--- src/rtl/tx_crc_append_pkg.sv ---
// Shared types and constants for the Tx CRC_A append stage.
package tx_crc_append_pkg;

    typedef enum logic [1:0] {
        IDLE = 2'd0,
        DATA = 2'd1,
        CRC  = 2'd2
    } state_t;

    localparam int unsigned CRC_BITS = 16;
    localparam int unsigned CNT_W    = $clog2(CRC_BITS);

    // ISO/IEC 14443-3 type A: reflected CCITT polynomial, preset 0x6363, no final inversion
    localparam logic [CRC_BITS-1:0] CRC_A_INIT = 16'h6363;
    localparam logic [CRC_BITS-1:0] CRC_A_POLY = 16'h8408;

    function automatic logic [CRC_BITS-1:0] crc_a_step(input logic [CRC_BITS-1:0] crc,
                                                       input logic                din);
        logic [CRC_BITS-1:0] s;
        s = crc >> 1;
        if (crc[0] ^ din) begin
            s = s ^ CRC_A_POLY;
        end
        return s;
    endfunction

endpackage

--- src/rtl/tx_crc_append_if.sv ---
// Bit-serial handshake bundle: upstream serialiser side (in_*) and encoder side (out_*).
interface tx_crc_append_if;

    logic in_valid;
    logic in_data;
    logic in_last;
    logic in_append;
    logic in_ready;
    logic out_valid;
    logic out_data;
    logic out_last;
    logic out_ready;

    modport master (
        output in_valid, in_data, in_last, in_append, out_ready,
        input  in_ready, out_valid, out_data, out_last
    );

    modport slave (
        input  in_valid, in_data, in_last, in_append, out_ready,
        output in_ready, out_valid, out_data, out_last
    );

endinterface

--- src/rtl/tx_crc_append_crc_a.sv ---
// Bit-serial CRC_A accumulator; start (preset) takes priority over sample.
module crc_a
    import tx_crc_append_pkg::*;
(
    input  logic                clk,
    input  logic                rst_n,
    input  logic                start,
    input  logic                sample,
    input  logic                data,
    output logic [CRC_BITS-1:0] crc
);

    logic [CRC_BITS-1:0] crc_q;
    logic [CRC_BITS-1:0] crc_d;

    always_comb begin
        crc_d = crc_q;
        if (start) begin
            crc_d = CRC_A_INIT;
        end else if (sample) begin
            crc_d = crc_a_step(crc_q, data);
        end
    end

    always_ff @(posedge clk or negedge rst_n) begin
        if (!rst_n) begin
            crc_q <= CRC_A_INIT;
        end else begin
            crc_q <= crc_d;
        end
    end

    assign crc = crc_q;

endmodule

--- src/rtl/tx_crc_append.sv ---
// Tx framing stage: passes frame bits through and optionally appends CRC_A, LSb first.
module tx_crc_append
    import tx_crc_append_pkg::*;
(
    input  logic             clk,
    input  logic             rst_n,
    input  logic             abort,
    tx_crc_append_if.slave   bus,
    output logic             busy
);

    state_t              state_q, state_d;
    logic [CNT_W-1:0]    cnt_q, cnt_d;
    logic                append_q, append_d;
    logic                crc_start;
    logic                crc_sample;
    logic [CRC_BITS-1:0] crc;

    crc_a u_crc (
        .clk    (clk),
        .rst_n  (rst_n),
        .start  (crc_start),
        .sample (crc_sample),
        .data   (bus.in_data),
        .crc    (crc)
    );

    always_comb begin
        state_d       = state_q;
        cnt_d         = cnt_q;
        append_d      = append_q;
        crc_start     = 1'b0;
        crc_sample    = 1'b0;
        bus.in_ready  = 1'b0;
        bus.out_valid = 1'b0;
        bus.out_data  = 1'b0;
        bus.out_last  = 1'b0;

        case (state_q)
            // The bubble cycle here is what guarantees the CRC preset before the first data bit
            IDLE: begin
                crc_start = 1'b1;
                if (bus.in_valid) begin
                    append_d = bus.in_append;
                    state_d  = DATA;
                end
            end
            DATA: begin
                bus.out_valid = bus.in_valid;
                bus.out_data  = bus.in_data;
                bus.in_ready  = bus.out_ready;
                bus.out_last  = bus.in_last & ~append_q;
                crc_sample    = bus.in_valid & bus.out_ready;
                if (bus.in_valid && bus.out_ready && bus.in_last) begin
                    state_d = append_q ? CRC : IDLE;
                end
            end
            CRC: begin
                bus.out_valid = 1'b1;
                bus.out_data  = crc[cnt_q];
                bus.out_last  = (cnt_q == CNT_W'(CRC_BITS - 1));
                if (bus.out_ready) begin
                    if (cnt_q == CNT_W'(CRC_BITS - 1)) begin
                        state_d = IDLE;
                        cnt_d   = '0;
                    end else begin
                        cnt_d = cnt_q + 1'b1;
                    end
                end
            end
            default: begin
                state_d = IDLE;
                cnt_d   = '0;
            end
        endcase

        if (abort) begin
            state_d = IDLE;
            cnt_d   = '0;
        end
    end

    always_ff @(posedge clk or negedge rst_n) begin
        if (!rst_n) begin
            state_q  <= IDLE;
            cnt_q    <= '0;
            append_q <= 1'b0;
        end else begin
            state_q  <= state_d;
            cnt_q    <= cnt_d;
            append_q <= append_d;
        end
    end

    assign busy = (state_q != IDLE);

endmodule
--- src/flat_wrapper.sv ---
// flat-port wrapper written by rule: the top's interface ports become plain ports
module tx_crc_append_flat import tx_crc_append_pkg::*;
  (clk, rst_n, abort, busy, bus_in_valid, bus_in_data, bus_in_last, bus_in_append, bus_out_ready, bus_in_ready, bus_out_valid, bus_out_data, bus_out_last);
  tx_crc_append_if bus_i ();
  input  logic clk;
  input  logic rst_n;
  input  logic abort;
  output logic busy;
  input wire logic [$bits(bus_i.in_valid)-1:0] bus_in_valid;
  input wire logic [$bits(bus_i.in_data)-1:0] bus_in_data;
  input wire logic [$bits(bus_i.in_last)-1:0] bus_in_last;
  input wire logic [$bits(bus_i.in_append)-1:0] bus_in_append;
  input wire logic [$bits(bus_i.out_ready)-1:0] bus_out_ready;
  output wire logic [$bits(bus_i.in_ready)-1:0] bus_in_ready;
  output wire logic [$bits(bus_i.out_valid)-1:0] bus_out_valid;
  output wire logic [$bits(bus_i.out_data)-1:0] bus_out_data;
  output wire logic [$bits(bus_i.out_last)-1:0] bus_out_last;
  assign bus_i.in_valid = bus_in_valid;
  assign bus_i.in_data = bus_in_data;
  assign bus_i.in_last = bus_in_last;
  assign bus_i.in_append = bus_in_append;
  assign bus_i.out_ready = bus_out_ready;
  assign bus_in_ready = bus_i.in_ready;
  assign bus_out_valid = bus_i.out_valid;
  assign bus_out_data = bus_i.out_data;
  assign bus_out_last = bus_i.out_last;
  tx_crc_append u_core (.clk(clk), .rst_n(rst_n), .abort(abort), .bus(bus_i), .busy(busy));
endmodule
--- config.mk ---
export PLATFORM = sky130hd
export DESIGN_NAME = tx_crc_append_flat
export DESIGN_NICKNAME = d
export VERILOG_FILES = /design/src/rtl/tx_crc_append_pkg.sv /design/src/rtl/tx_crc_append_if.sv /design/src/rtl/tx_crc_append_crc_a.sv /design/src/rtl/tx_crc_append.sv /design/src/flat_wrapper.sv
export SDC_FILE = /design/constraint.sdc
export NUM_CORES = 1
export LEC_CHECK = 0
export ABC_AREA = 1
export CORE_MARGIN = 10
export CORE_UTILIZATION = 60
export CTS_CLUSTER_DIAMETER = 60
export CTS_CLUSTER_SIZE = 24
export DETAILED_ROUTE_END_ITERATION = 7
export PLACE_DENSITY = 0.94
export RECOVER_POWER = 25
export SYNTH_ARGS = -nofsm -noshare
export SYNTH_HDL_FRONTEND = slang
export SYNTH_SLANG_ARGS = --single-unit
--- constraint.sdc ---
create_clock -name clk -period 3.5 [get_ports clk]
set_clock_uncertainty 0.2 [all_clocks]
set_input_delay 0.7 -clock clk [delete_from_list [all_inputs] [get_ports clk]]
set_output_delay 0.7 -clock clk [all_outputs]
set_load 0.01 [all_outputs]
Run 1, routed metal, one colour a layer:
(8 px per µm) Two of the layers only.
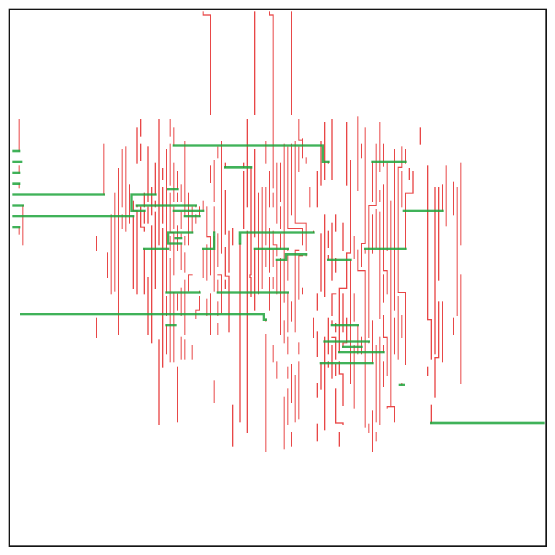
metal 3 -> green  # wire length 208 µm
metal 2 -> red  # wire length 1520 µm
vias post-DR: 1157
Routed WL per cell: 15.1 µm
Total Wirelength: 3.05 mm
total track usage: 15.1%

Run 1, I/O nets highlighted:
(4 px per µm)
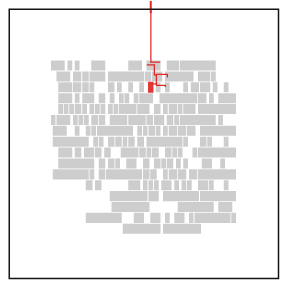
busy -> red  # bits 1, direction output, end cells 1, buffers 1, wire 29.9 µm

==> results_slide.txt, run 1 <==
Implementation Results

Layout
  – Share of post-route cells with drive strength above 1: 13.1%
  – Layout area overhead: 11.7%
  – Fillers: 164
  – Logic area: 558 µm²
  – Max reg flops: 16
  – Count of clock buffers in the final design: 3
  – Final nets: 188
  – Number of non-clock inverters: 37
  – Top cells excl fill/tap: 33 x inv_1, 30 x nand2_1, 19 x nand3_1, 15 x dfrtp_1, 10 x clkdlybuf4s50_1
  – Seq cells: 23
  – Multi-In Gates: 99

Die
  – # Taps: 27
  – Core Area: 2020 µm²
  – Die ar.: 4480 µm²
  – Die W: 66.9 µm
  – Placement row count: 16

Synth
  – # Cells Yosys: 160
  – Synth Area per Inst: 8.26 µm²
  – Synth Register Bits: 23
  – Yosys Warn Count: 0
  – Synth mux share: 0%
  – Compound Share, Synth: 16.4%
  – Post-Syn Nets: 172

Timing
  – Worst slew margin: 30.6%
  – Hold WS: 0.323 ns
  – Slew Limit Fails: 0
  – Min Clock Period, post-route: 3.07 ns
  – Worst slew pin tran: 1.04 ns

Critical path
  – Worst Path Max Fanout: 11
  – R2r startpoint: u_core.state_q[1]
  – Family with the most delay on the worst path: flip-flops
  – Slowest stage delay, CP: 0.63 ns
  – Arr. time, crit path: 2.17 ns
  – Required time worst endpoint: 2.60 ns
  – Worst setup SP type: register
  – CP startpoint: u_core.cnt_q[0]

CTS
  – Root Buffer: clkbuf_4
  – # H-tree levels: 1
  – Insertion Delay late pin: 0.31 ns
  – CTS tree: built
  – CTS max path bufs: 2

Worst hold path
  – Worst Hold Depth: 2
  – Hold Crit Start: u_core.u_crc.crc[14]
  – Hold Path Sink: u_core.u_crc.crc[14]

Global route
  – Initial antenna violation count: 0
  – Met3 usage: 3.34%
  – Vias in the first global route: 1206
  – Largest net degree at the start of global routing: 24

Place
  – GPL Wtd Cong: 0.948
  – Cell total after placement: 198
  – IO Port Bufs: 12

Drt
  – WL met2: 1.52 mm
  – Met3 wire length: 207 µm
  – Drt drc: 0

Pwr
  – P_comb: 0.339 mW
  – Switching Power: 0.325 mW
  – Sw frac: 41.0%
  – P_int: 0.468 mW
  – Register share of total power: 41.7%
  – Max VDD drop: 0.300 mV
  – Clock share of power: 15.6%
  – Leakage: 0.700 nW
  – Total power draw: 0.793 mW

Run
  – Tool warnings: 28

Status
  – Status: completed
Run 1, sizing map:
(8 px per µm)
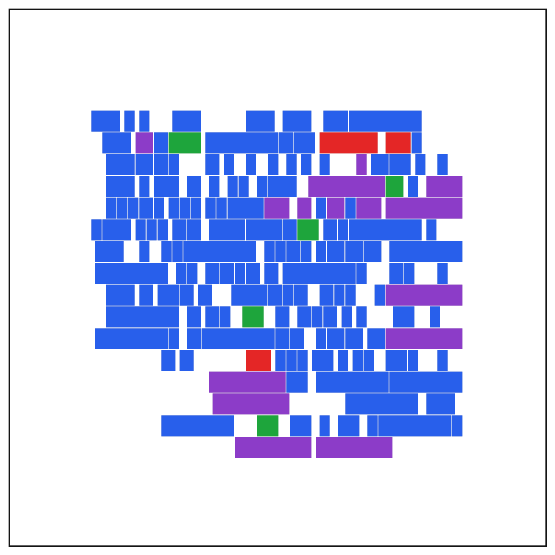
_3 and _4 cells -> green  # cells 5, share 2.9%
_2 cells -> purple  # cells 15, share 8.6%
_6 and larger -> red  # cells 3, share 1.7%
_0 and _1 cells -> blue  # cells 152, share 87%

Run 1, sequential cells coloured by netlist name:
(4 px per µm)
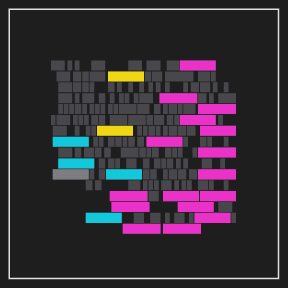
u_core.u_crc.crc -> magenta  # sequential cells 16
u_core.cnt_q -> cyan  # sequential cells 4
u_core.state_q -> yellow  # sequential cells 2
Flop area: 586 µm²
Final Util: 73.0%

[run 1: Yosys cell counts]
library cell	instances	share of area, %
inv_1	33	9.4
o22ai_2	1	0.95
a21oi_1	4	1.5
ha_1	4	3.8
inv_2	1	0.28
nor2_4	2	1.7
a31oi_1	1	0.47
dfstp_2	8	16
inv_6	2	1.3
o21ai_1	1	0.38
dfrtp_1	15	28
a21boi_0	1	0.57
xnor2_1	1	0.66
nor2_1	6	1.7
o21ai_2	1	0.66
nor3_1	1	0.38
nand2_1	29	8.2
inv_4	1	0.47
o22ai_1	7	3.3
nand2_4	1	0.85
nand2_2	2	0.95
o2111ai_1	1	0.66
nand2_8	1	1.5
o21ai_0	7	2.7
a21oi_2	1	0.66
a22oi_1	8	4.5
buf_6	1	0.85
nand3_1	19	7.2
==> run 2: changes to the inputs <==
--- a/config.mk
+++ b/config.mk
@@ -5,9 +5,8 @@
 export SDC_FILE = /design/constraint.sdc
 export NUM_CORES = 1
 export LEC_CHECK = 0
-export ABC_AREA = 1
 export CORE_MARGIN = 10
-export CORE_UTILIZATION = 60
+export CORE_UTILIZATION = 59
 export CTS_CLUSTER_DIAMETER = 60
 export CTS_CLUSTER_SIZE = 24
 export DETAILED_ROUTE_END_ITERATION = 7
Run 2, placed standard cells:
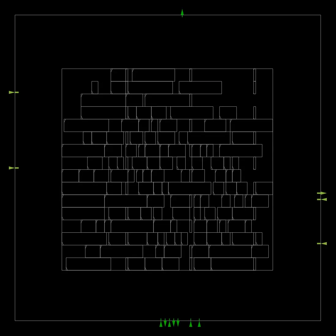
placement row count: 16
Final Util: 71.0%
Seq cells: 23

==> results_slide.txt, run 2 <==
Implementation Results

Global route
  – GRT overflow: 0 (unchanged)
  – Grt met2 use: 23.8% (was 25.6%)
  – Met3 usage: 2.88% (was 3.34%)
  – Total track usage: 12.8% (was 15.1%)
  – Largest net degree at the start of global routing: 24 (unchanged)
  – Initial antenna violation count: 0 (unchanged)
  – Routing usage on met1: 13.9% (was 17.8%)
  – Vias in the first global route: 954 (was 1206)
  – GR peak layer: met2 (unchanged)
  – First-pass GRT wire length: 4.40 mm (was 5.41 mm)

Layout
  – Top cells excl fill/tap: 15 x dfrtp_1, 13 x nand2_1, 10 x clkdlybuf4s50_1 (was 33 x inv_1, 30 x nand2_1, 19 x nand3_1, 15 x dfrtp_1, 10 x clkdlybuf4s50_1)
  – Layout area overhead: 12.6% (was 11.7%)
  – Fillers: 147 (was 164)
  – Flop area: 586 µm² (unchanged)
  – N_diodes: 0 (unchanged)
  – Final nets: 146 (was 188)
  – Share of post-route cells with drive strength above 1: 15.0% (was 13.1%)
  – Cell Count, Final, Fillers Out: 160 (was 202)
  – Final instance area: 1410 µm² (was 1480 µm²)
  – Max reg flops: 16 (unchanged)
  – Most numerous logic cell after layout: dfrtp_1 (was inv_1)
  – Logic area: 622 µm² (was 558 µm²)

Critical path
  – Worst Path Max Fanout: 5 (was 11)
  – Required time worst endpoint: 2.60 ns (about the same)
  – CP endpoint: bus_out_data (was bus_out_last)
  – Capturing point of the worst reg2reg path: u_core.u_crc.crc[3] (was u_core.u_crc.crc[10])
  – Arr. time, crit path: 2.36 ns (was 2.17 ns)
  – Critical Path End Type: output port (unchanged)
  – CP startpoint: u_core.state_q[1] (was u_core.cnt_q[0])
  – R2r startpoint: u_core.state_q[1] (unchanged)
  – Worst setup SP type: register (unchanged)
  – Reg-to-reg slack, setup: 1.45 ns (was 1.47 ns)

Worst hold path
  – Worst hold-check path type: reg -> reg (unchanged)
  – Hold Crit Start: u_core.u_crc.crc[6] (was u_core.u_crc.crc[14])
  – Hold Path Sink: u_core.u_crc.crc[5] (was u_core.u_crc.crc[14])
  – Worst Hold Depth: 1 (was 2)

CTS
  – Insertion Delay late pin: 0.31 ns (about the same)
  – # hold bufs at CTS: 0 (unchanged)
  – CTS max path bufs: 2 (unchanged)
  – Clock-pin slew on the worst setup and hold paths: 0.12 ns (about the same)
  – Clock sink count: 23 (unchanged)
  – Root Buffer: clkbuf_4 (unchanged)
  – # H-tree levels: 1 (unchanged)
  – Setup Fix Bufs, Post-CTS: 0 (unchanged)
  – CTS tree: built (unchanged)
  – Resize count post-CTS: 0 (unchanged)

Synth
  – Simple-Gate Fraction of Synth Area: 14.0% (was 22.5%)
  – Synth Instances: 121 (was 160)
  – Top area cell types: dfrtp_1 30%, dfstp_2 17%, o22a_1 5.6% (was dfrtp_1 28%, dfstp_2 16%, inv_1 9.4%)
  – Synth mux share: 6.61% (was 0%)
  – Post-Syn Area: 1250 µm² (was 1320 µm²)
  – Post-synthesis xor/xnor area fraction: 2.10% (was 0.663%)
  – EDFF count, synth: 0 (unchanged)
  – Asr flop ratio synth: 100% (unchanged)
  – Synth Area per Inst: 10.3 µm² (was 8.26 µm²)
  – Area leader, netlist: dfrtp_1 (unchanged)
  – Sequential share of the synthesized area: 46.9% (was 44.3%)
  – # Cells Yosys: 121 (was 160)
  – Synth Register Bits: 23 (unchanged)
  – Most common library cells after synthesis: 15 x dfrtp_1, 13 x nand2_1, 8 x dfstp_2, 8 x o21ai_0, 8 x o22a_1 (was 33 x inv_1, 29 x nand2_1, 19 x nand3_1)
  – Dominant comb cell: AND-OR/OR-AND gates (was simple AND/OR/NAND/NOR gates)
  – Yosys Warn Count: 0 (unchanged)
  – Compound Share, Synth: 23.3% (was 16.4%)
  – Post-Syn Nets: 133 (was 172)
  – Top-count cell post-synth: dfrtp_1 (was inv_1)
  – Unique cell type count in the Yosys netlist: 36 (was 28)
  – Yosys adder share: 4.01% (was 3.79%)
  – Area leader share: 30.1% (was 28.4%)
  – Dominant flop cell: dfrtp_1 (unchanged)
  – Yosys chip area: 1250 µm² (was 1320 µm²)

Drt
  – WL met2: 1.35 mm (was 1.52 mm)
  – Antenna Nets Post-Route: 0 (unchanged)
  – Vias post-DR: 1012 (was 1157)
  – Total Wirelength: 2.67 mm (was 3.05 mm)
  – Met3 wire length: 133 µm (was 207 µm)
  – Routed WL per cell: 16.7 µm (was 15.1 µm)
  – Drt drc: 0 (unchanged)

Run
  – Max cap viols: 0 (unchanged)
  – Tool warnings: 28 (unchanged)

Timing
  – TNS Setup: 0 ns (unchanged)
  – Final Hold Fails: 0 (unchanged)
  – Cycle use final: 93.2% (was 87.9%)
  – Min Clock Period, post-route: 3.26 ns (was 3.07 ns)
  – Hold WS: 0.334 ns (was 0.323 ns)
  – Worst slew margin: 31.1% (was 30.6%)
  – Slew Limit Fails: 0 (unchanged)
  – Max Freq: 306 MHz (was 325 MHz)
  – Final setup margin: 0.237 ns (was 0.425 ns)
  – Worst slew pin tran: 1.03 ns (was 1.04 ns)
  – Setup Viol. Count Final: 0 (unchanged)
  – Unrepaired setup endpoints after global routing: false (unchanged)

Pwr
  – P_int: 0.469 mW (was 0.468 mW)
  – Total power draw: 0.743 mW (was 0.793 mW)
  – P_comb: 0.283 mW (was 0.339 mW)
  – Switching Power: 0.274 mW (was 0.325 mW)
  – Register share of total power: 45.5% (was 41.7%)
  – Leakage: 0.554 nW (was 0.700 nW)
  – Max VDD drop: 0.387 mV (was 0.300 mV)
  – Power Dens Cells: 528 nW/µm² (was 537 nW/µm²)
  – Clock share of power: 16.4% (was 15.6%)
  – Sw frac: 36.9% (was 41.0%)

Die
  – Die height: 66.0 µm (was 66.9 µm)
  – Init Core Util: 63.0% (was 65.3%)
  – Die W: 66.0 µm (was 66.9 µm)
  – Die ar.: 4360 µm² (was 4480 µm²)
  – I/O pins: 13 (unchanged)
  – Core Area: 1980 µm² (was 2020 µm²)

Place
  – Hpwl dp: 1.99 mm (was 2.33 mm)
  – IO Port Bufs: 12 (unchanged)
  – Cell total after placement: 156 (was 198)
  – Area post-placement: 1380 µm² (was 1460 µm²)
  – GPL Wtd Cong: 0.780 (was 0.948)
  – DP Worst Slack: 0.574 ns (was 0.492 ns)

Status
  – Status: completed (unchanged)
Run 2, sizing map:
(8 px per µm)
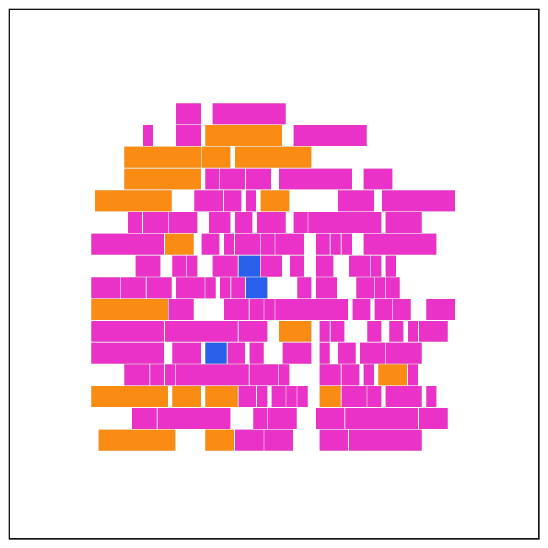
_3 and _4 cells -> blue  # cells 3, share 2.3%
_0 and _1 cells -> magenta  # cells 113, share 85%
_2 cells -> orange  # cells 17, share 13%

[run 2: kinds of logic after synthesis]
logic type	after synthesis
AOI/OAI and AO/OA	39
xor gates and xnor gates	3
adders and majority gates	4
buffers and inverters	9
DFF	23
muxes	8
and+or+nand+nor	35
[run 2: layout make-up]
class / count / area share (%)
clock buffers: 4 / 1.87
well taps: 27 / 2.40
multi-input cells: 89 / 44.2
repair buffers: 12 / 8.54
inverters: 5 / 1.33
flip-flops and latches: 23 / 41.6
[run 2: worst max-delay path: stages (launching register included)]
cell             delay, ns
dfrtp_1               0.39
inv_1                 0.08
ha_1                  0.36
nand2_1               0.07
a311oi_1              0.33
nand3_1               0.15
o211ai_1              0.10
clkdlybuf4s50_1       0.58
Power figures rest on the tool's default switching activity, not on a simulated workload.
